==> run_1/gates.png <==
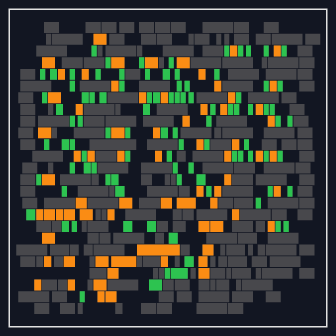
==> run_1/m2.png <==
Cells faint in the background.
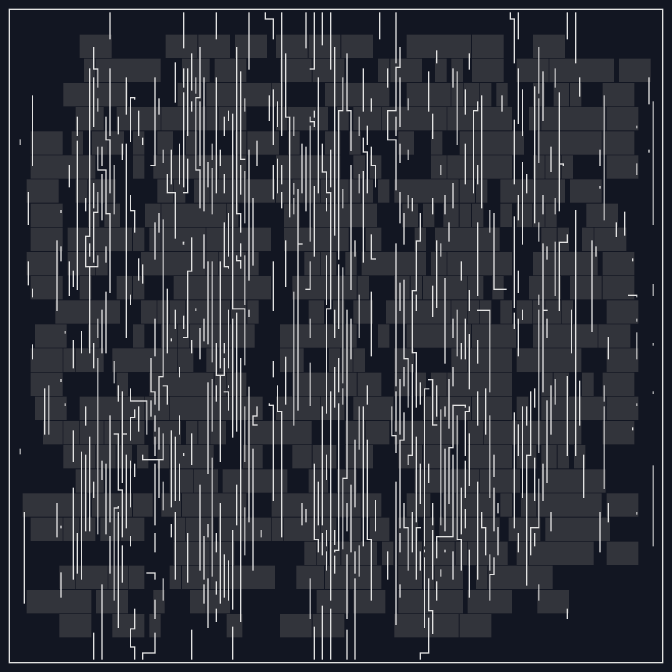
==> run_1/class_map.png <==
The bar under the picture is 20 um long.
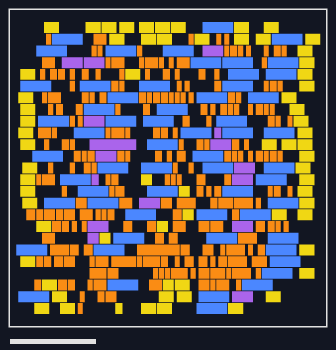
**config.mk**
```make
export PLATFORM = sky130hd
export DESIGN_NAME = backtrack_unit
export DESIGN_NICKNAME = d
export VERILOG_FILES = /design/src/rtl/backtrack_unit.sv
export SDC_FILE = /design/constraint.sdc
export NUM_CORES = 1
export LEC_CHECK = 0
export CORE_MARGIN = 1
export CORE_UTILIZATION = 49
export CTS_CLUSTER_DIAMETER = 40
export DETAILED_ROUTE_END_ITERATION = 10
export GPL_TIMING_DRIVEN = 1
export PLACE_DENSITY_LB_ADDON = 0.15
export SLEW_MARGIN = 10
export SYNTH_ARGS = -nofsm -noshare
export SYNTH_HDL_FRONTEND = slang
export SYNTH_SLANG_ARGS = --single-unit
export TNS_END_PERCENT = 100
```
**constraint.sdc**
```tcl
create_clock -name clk -period 2.8 [get_ports clk]
set_input_delay 0.42 -clock clk [delete_from_list [all_inputs] [get_ports clk]]
set_output_delay 0.42 -clock clk [all_outputs]
set_load 0.02 [all_outputs]
```
**src/rtl/backtrack_unit.sv**
```systemverilog
// Conflict-recovery stage: pops the trace stack, un-assigns forced variables,
// flips the most recent decision and pushes it back as forced, or reports UNSAT.
module backtrack_unit #(
    parameter int NUM_VARIABLE = 128,
    parameter int VAR_IDX_W    = 9,
    localparam int CNT_W       = $clog2(NUM_VARIABLE + 2)
) (
    input  logic                 clk,
    input  logic                 reset,
    input  logic                 start,
    output logic                 trace_pop,
    output logic                 trace_push,
    output logic                 trace_type,
    output logic                 trace_val,
    output logic [VAR_IDX_W-1:0] trace_var,
    input  logic                 trace_done,
    input  logic                 trace_empty,
    input  logic                 trace_type_in,
    input  logic                 trace_val_in,
    input  logic [VAR_IDX_W-1:0] trace_var_in,
    output logic                 asg_we,
    output logic [VAR_IDX_W-1:0] asg_var,
    output logic                 asg_assigned,
    output logic                 asg_val,
    output logic                 busy,
    output logic                 done,
    output logic                 unsat,
    output logic [VAR_IDX_W-1:0] flip_var,
    output logic                 flip_val,
    output logic [CNT_W-1:0]     pop_count
);

    typedef enum logic [2:0] {
        IDLE,
        POP_REQ,
        POP_WAIT,
        CLEAR,
        FLIP,
        PUSH_REQ,
        PUSH_WAIT,
        FINISH
    } state_t;

    state_t                 state;
    logic                   popped_type;
    logic                   popped_val;
    logic [VAR_IDX_W-1:0]   popped_var;

    // Outputs are registered for the state being entered, so each strobe is
    // high exactly while the FSM sits in the state that owns it.
    always_ff @(posedge clk) begin
        if (reset) begin
            state        <= IDLE;
            popped_type  <= 1'b0;
            popped_val   <= 1'b0;
            popped_var   <= '0;
            trace_pop    <= 1'b0;
            trace_push   <= 1'b0;
            trace_type   <= 1'b0;
            trace_val    <= 1'b0;
            trace_var    <= '0;
            asg_we       <= 1'b0;
            asg_var      <= '0;
            asg_assigned <= 1'b0;
            asg_val      <= 1'b0;
            busy         <= 1'b0;
            done         <= 1'b0;
            unsat        <= 1'b0;
            flip_var     <= '0;
            flip_val     <= 1'b0;
            pop_count    <= '0;
        end else begin
            trace_pop  <= 1'b0;
            trace_push <= 1'b0;
            asg_we     <= 1'b0;
            done       <= 1'b0;
            unsat      <= 1'b0;

            case (state)
                IDLE: begin
                    if (start) begin
                        state     <= POP_REQ;
                        trace_pop <= 1'b1;
                        busy      <= 1'b1;
                        pop_count <= '0;
                    end
                end

                POP_REQ: begin
                    state <= POP_WAIT;
                end

                POP_WAIT: begin
                    if (trace_done) begin
                        popped_type <= trace_type_in;
                        popped_val  <= trace_val_in;
                        popped_var  <= trace_var_in;
                        if (trace_empty) begin
                            state <= FINISH;
                            unsat <= 1'b1;
                            busy  <= 1'b0;
                        end else begin
                            state        <= CLEAR;
                            asg_we       <= 1'b1;
                            asg_var      <= trace_var_in;
                            asg_assigned <= 1'b0;
                            if (pop_count != '1) begin
                                pop_count <= pop_count + 1'b1;
                            end
                        end
                    end
                end

                // Forced entries loop straight back to another pop; a decision
                // is rewritten with its complement.
                CLEAR: begin
                    if (popped_type) begin
                        state     <= POP_REQ;
                        trace_pop <= 1'b1;
                    end else begin
                        state        <= FLIP;
                        asg_we       <= 1'b1;
                        asg_var      <= popped_var;
                        asg_assigned <= 1'b1;
                        asg_val      <= ~popped_val;
                        flip_var     <= popped_var;
                        flip_val     <= ~popped_val;
                    end
                end

                FLIP: begin
                    state      <= PUSH_REQ;
                    trace_push <= 1'b1;
                    trace_type <= 1'b1;
                    trace_val  <= flip_val;
                    trace_var  <= flip_var;
                end

                PUSH_REQ: begin
                    state <= PUSH_WAIT;
                end

                PUSH_WAIT: begin
                    if (trace_done) begin
                        state <= FINISH;
                        done  <= 1'b1;
                        busy  <= 1'b0;
                    end
                end

                FINISH: begin
                    state <= IDLE;
                end

                default: begin
                    state <= IDLE;
                    busy  <= 1'b0;
                end
            endcase
        end
    end

endmodule
```
==> run notes, run 1 <==
run results: Slew @ Worst Pin around 630 ps, highest clock rate 438 MHz, fillcell total 418, Logic pwr share 0.314, setup bufs post-CTS 0, Flop pwr share 0.378, cycle use final 0.816, layout cells sized above 1 0.0761, # setup viols final 0, area of the mapped netlist 0.00250 mm2, sw frac 0.338, crit path to pop_count[0]$_SDFFE_PP0P_, element type at the critical path start flip-flop, total of max-cap violations 0, P_sw 888 uW, RSZ-0062 raised after global routing false, Port Buf Inserts 61, largest net degree at the start of global routing 35, Max VDD drop between 0.4 and 0.5 mV, Crit Path Class flip-flop to flip-flop, GRT Residual Overflow 0, clk sinks 59, status completed, drt pass-1 iters 4, Tool Warnings 30, DRC Markers 0, Combinational Power 825 uW, Post-Syn Area per Cell 8.20 um2, Pwr per Cell Area slightly below 800 mW/mm2, hold buffers post-CTS 0, Total Nets Final 385, Worst Path Max Fanout 12, final hold vios 0, CTS tree done, dominant logic cell types in the final layout 74 x nand2_1, 60 x clkdlybuf4s50_1, 59 x dfxtp_1, number of global-route vias before repair 2094, minimum clock period 2290 ps, Cells after Synth 305, Synth Net Count 327, final slew viol count 0, leakage dissipation 0.00116 uW, first-pass GRT wire length 9900 um, DIE AREA roughly 0.0054 mm2, CTS clk-pin slew, worst paths 70 ps, yosys stat area 0.00250 mm2, WL/cell about 14 um, Yosys top cell area share 0.472, #FFs+latches synth between 50 and 60, Longest Clk Path Bufs 2, Routed Antenna Nets 0, initial antenna violation count 0, fp util 0.519, Max power group sequential cells, Yosys cell types 44, Num CTS Buffers 9, via density per instance ~5.4, crit path launch state[0]$_SDFFE_PP0P_, clock root buffer clkbuf_8, R2R setup slack about 510 ps, Syn. warnings 0, P_int 1740 uW, antenna cells 0, I/O pin total 62, total track usage 0.245, register area 0.00118 mm2, Resized cells post-CTS 0, synth-to-layout area growth 34.5%, Clock Latency Late Sink 330 ps, RR Endpoint pop_count[0]$_SDFFE_PP0P_, Clock power frac 0.308, EDFF count, synth 0, Comb gate area approximately 0.0012 mm2, RR Startpoint state[0]$_SDFFE_PP0P_, Yosys Instances slightly above 300, TNS Setup 0 ps, asr flop ratio synth 0, Setup crit end kind flip-flop, Crit path arrival time 2520 ps, core area slightly below 0.005 mm2, Seq power between 900 and 1000 uW, Worst Path Required 3040 ps, slew margin rel. 0.578
About gates.png:
[green] nand cells | cells: 95
[orange] aoi and oai cells | cells: 71
most common logic cell in the routed design: nand2_1
multi-input combinational area share: 0.357
post-route insts no fill: 435

About m2.png:
wire length on this layer: 2780 um
main direction: vertical
longest straight run: 29.6 um
vias post-DR: 2340
WL final: 6050 um
M2 GR Usage: 0.374

About class_map.png:
[yellow] remaining buffers and delay cells | cells: 67 | share of their area: 20%
[blue] registers | cells: 59 | share of their area: 36%
[orange] remaining logic cells | cells: 226 | share of their area: 38%
[purple] clock drivers and dummy loads | cells: 16 | share of their area: 6.5%
Std-Cell Rows: 25
Design Area, Final: 0.00336 mm2
Final Util: 0.698

run 1: Yosys cell counts, types with 2 or more instances:
master / count
dfxtp_1: 59
ha_1: 6
nor4_1: 2
nor2b_1: 3
o21ai_0: 4
a211oi_1: 5
inv_1: 9
nand2_1: 74
buf_4: 2
clkbuf_1: 15
buf_1: 2
o31ai_1: 3
and3_1: 4
a221oi_1: 2
nand2b_1: 5
nand3_1: 12
a21oi_1: 37
nor2_1: 24
nor3_1: 2
o311ai_0: 2
nand4_1: 2
a311oi_1: 9
run 1: layout make-up:
cell class / instances / area share
clock inverter: 4 / 0.0141
multi-input combinational: 217 / 0.357
sequential: 59 / 0.351
timing repair buffer: 67 / 0.193
inverter: 9 / 0.0100
tap: 67 / 0.0249
clock buffer: 12 / 0.0491
run 1: cells by family (layout without fill, tap and decap cells):
family / after synthesis / count (layout) / share of synthesized area
and+or+nand+nor: 136 / 136 / 0.243
AOI/OAI and AO/OA: 74 / 74 / 0.204
DFF: 59 / 59 / 0.472
buffers and inverters: 29 / 92 / 0.0470
adders and majority gates: 6 / 6 / 0.0300
muxes: 1 / 1 / 0.00400
run 1: sequential cells by signal (all words and copies together) (netlist names):
register,flops
unsat,1
trace_var,9
trace_val,1
popped_val,1
flip_val,1
trace_type,1
popped_type,1
pop_count,8
done,1
flip_var,9
asg_we,1
trace_push,1
asg_assigned,1
asg_var,9
trace_pop,1
popped_var,9
state,3
busy,1
run 1: layer usage:
metal  vias to the layer above  wire length (um)  GRT usage
met5                         -                 0          0
met4                         0               108      0.122
met3                        12               230     0.0425
met2                        60              2780      0.374
met1                      1089              2930      0.334
li1                       1179                 -          -
run 1: worst max-delay path, stage by stage (launching register included):
cell and delay [ps]:
dfxtp_1 330, inv_1 140, ha_1 450, nor2_1 160
a2111o_1 450, or3_4 430, o31ai_1 220
run 1: how the worst min path moves through the flow:
stage,start,to,slack (ps),cells after the start
2_1_floorplan,popped_val$_SDFFE_PP0P_,popped_val$_SDFFE_PP0P_,430,2
3_3_place_gp,trace_var[0]$_SDFFE_PP0P_,trace_var[0]$_SDFFE_PP0P_,440,2
3_5_place_dp,trace_var[8]$_SDFFE_PP0P_,trace_var[8]$_SDFFE_PP0P_,450,2
4_1_cts,trace_var[8]$_SDFFE_PP0P_,trace_var[8]$_SDFFE_PP0P_,450,2
5_1_grt,trace_var[6]$_SDFFE_PP0P_,trace_var[6]$_SDFFE_PP0P_,470,2
6_report,trace_var[6]$_SDFFE_PP0P_,trace_var[6]$_SDFFE_PP0P_,450,2
run 1: through the flow:
stage | hold slack [ps] | std cells | power (uW) | setup WS [ps] | cell area, um2
floorplan | 432 | 305 | 1560 | 784 | 2500
global placement | 441 | 419 | 1800 | 506 | 3150
detailed placement | 445 | 419 | 1820 | 447 | 3150
CTS | 454 | 435 | 2630 | 531 | 3360
global route | 469 | 435 | 2770 | 352 | 3360
finish | 453 | 435 | 2630 | 514 | 3360
==> run 2, diff against run 1 <==
==> constraint.sdc (replaced) <==
create_clock -name clk -period 2.2 [get_ports clk]
set_input_delay 0.33 -clock clk [delete_from_list [all_inputs] [get_ports clk]]
set_output_delay 0.33 -clock clk [all_outputs]
set_load 0.02 [all_outputs]
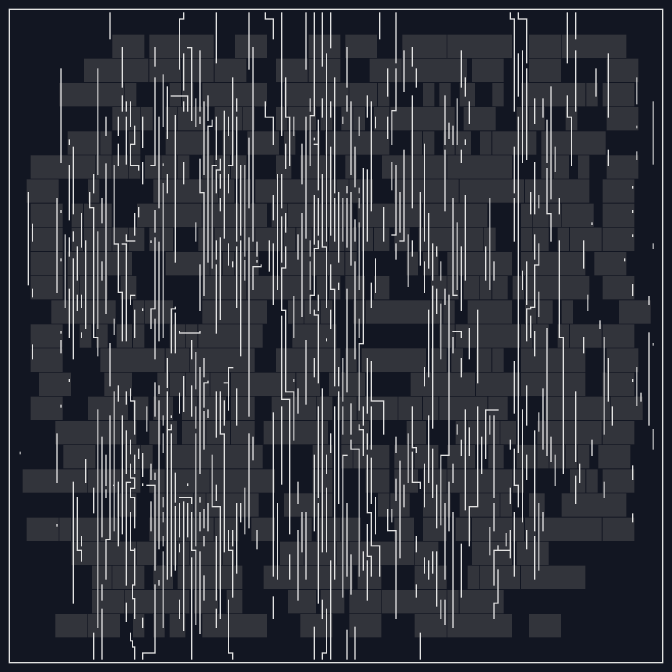
(run_2/m2.png)
Cells faint in the background.
longest straight run: 37.7 um
share of all routed wire: 47%
nets with wire on the layer: 322
main direction: vertical
wire length on this layer: 2880 um
vias post-DR: 2413
M2 GR Usage: 0.383

==> run 2 against run 1 <==
  * Critical path depth did not move
  * Largest power group unchanged
  * Fmax rose by 8.0%
  * Worst setup slack got worse by 430 ps
  * Critical endpoint is now pop_count[2]$_SDFFE_PP0P_
  * Combinational power rose by 43%
  * Sequential cell count did not move
  * Wire length rose by 1.7%
  * Power rose by 31%
==> run notes, run 2 <==
run results: fp util 0.519 (unchanged), final hold vios 0 (unchanged), status completed (unchanged), Crit Path Class flip-flop to flip-flop (unchanged), Post-synth top cells 74 x nand2_1, 59 x dfxtp_1, 37 x a21oi_1 (unchanged), total of max-cap violations 0 (unchanged), Syn. warnings 0 (unchanged), Total Nets Final 393 (was 385), cycle use final 0.962 (was 0.816), GR peak layer met2 (unchanged), WL/cell 13.9 um (about the same), Clock Latency Late Sink 340 ps (was 330 ps), most common logic cell in the routed design nand2_1 (unchanged), Clock power frac 0.291 (was 0.308), area of the mapped netlist 0.00250 mm2 (unchanged), Worst Path Max Fanout 6 (was 12), final slew viol count 0 (unchanged), Tool Warnings 30 (unchanged), synth-to-layout area growth 38.2% (was 34.5%), Slew @ Worst Pin 575 ps (was 634 ps), Yosys Instances 305 (unchanged), Port Buf Inserts 61 (unchanged), Std-Cell Rows 25 (unchanged), yosys stat area 0.00250 mm2 (unchanged), EDFF count, synth 0 (unchanged), leakage dissipation 0.00121 uW (was 0.00116 uW), pre-CTS setup slack 30.1 ps (was 447 ps), clock root buffer clkbuf_8 (unchanged), TNS Setup 0 ps (unchanged), Final Util 0.717 (was 0.698), WL final 6150 um (was 6050 um), Yosys cell types 44 (unchanged), Setup crit end kind flip-flop (unchanged), Routed Antenna Nets 0 (unchanged), smallest hold slack 397 ps (was 453 ps), DIE AREA 0.00539 mm2 (unchanged), largest net degree at the start of global routing 42 (was 35)
==> run 2: cells by family (layout without fill, tap and decap cells) <==
logic type      after synthesis  after routing  share of synthesized area
compound gates               74             74                      0.204
fa+ha+maj                     6              6                     0.0300
buf+inv                      29            100                     0.0470
flops                        59             59                      0.472
mux                           1              1                    0.00400
simple gates                136            136                      0.243
==> run 2: worst max-delay path, stage by stage (launching register included) <==
cell and delay (ps):
dfxtp_1 420, inv_1 90, ha_1 220, nor2b_1 180, a2111o_1 480, or3_4 440, o41ai_2 190
==> run 2: area by class of cell <==
type | count | area [um2]
repair buffers | 75 | 748
inverters | 9 | 33.8
multi-input cells | 217 | 1200
fillers | 410 | 1360
flip-flops and latches | 59 | 1180
clock inverters | 4 | 48.8
well taps | 67 | 83.8
clock buffers | 12 | 155
==> run 2: per-stage QoR <==
stage	cell area (um2)	power (uW)	std cells
2_1_floorplan	2500	1990	305
3_3_place_gp	3250	2430	427
3_5_place_dp	3250	2450	427
4_1_cts	3450	3450	443
5_1_grt	3460	3650	443
6_report	3460	3440	443
==> run 2: what timing repair did <==
item | CTS | global route
resized | 0 | 2
hold endpoints to repair | 0 | 0
hold buffers | 0 | 0
setup endpoints to repair | 0 | 5
setup buffers | 0 | 0
==> run 2: layer usage <==
layer	routed length, um	vias to the layer above	part of all wire
met5	0	-	0
met4	108	0	0.018
met3	374	10	0.061
met2	2880	88	0.47
met1	2790	1115	0.45
li1	-	1200	-
==> run 2: worst max-delay path by stage <==
stage / from / end / slack [ps] / depth (start not counted)
final: state[1]$_SDFFE_PP0P_ / pop_count[2]$_SDFFE_PP0P_ / 80 / 6
after detailed placement: trace_empty / pop_count[7]$_SDFFE_PP0P_ / 30 / 6
after CTS: state[1]$_SDFFE_PP0P_ / pop_count[2]$_SDFFE_PP0P_ / 120 / 6
after floorplan: state[0]$_SDFFE_PP0P_ / asg_var[0]$_SDFFE_PP0P_ / 180 / 8
after global placement: trace_empty / pop_count[2]$_SDFFE_PP0P_ / 90 / 5
after global routing: state[1]$_SDFFE_PP0P_ / pop_count[2]$_SDFFE_PP0P_ / 9 / 6
==> run 2: power groups by stage <==
stage | combinational [uW] | sequential, uW | clock (uW)
after floorplan | 640 | 1350 | 0
after global placement | 1150 | 1280 | 0
after detailed placement | 1160 | 1280 | 0
after CTS | 1170 | 1260 | 1020
after global routing | 1290 | 1280 | 1080
final | 1180 | 1260 | 1000
Power is estimated from default activity; no workload was simulated.
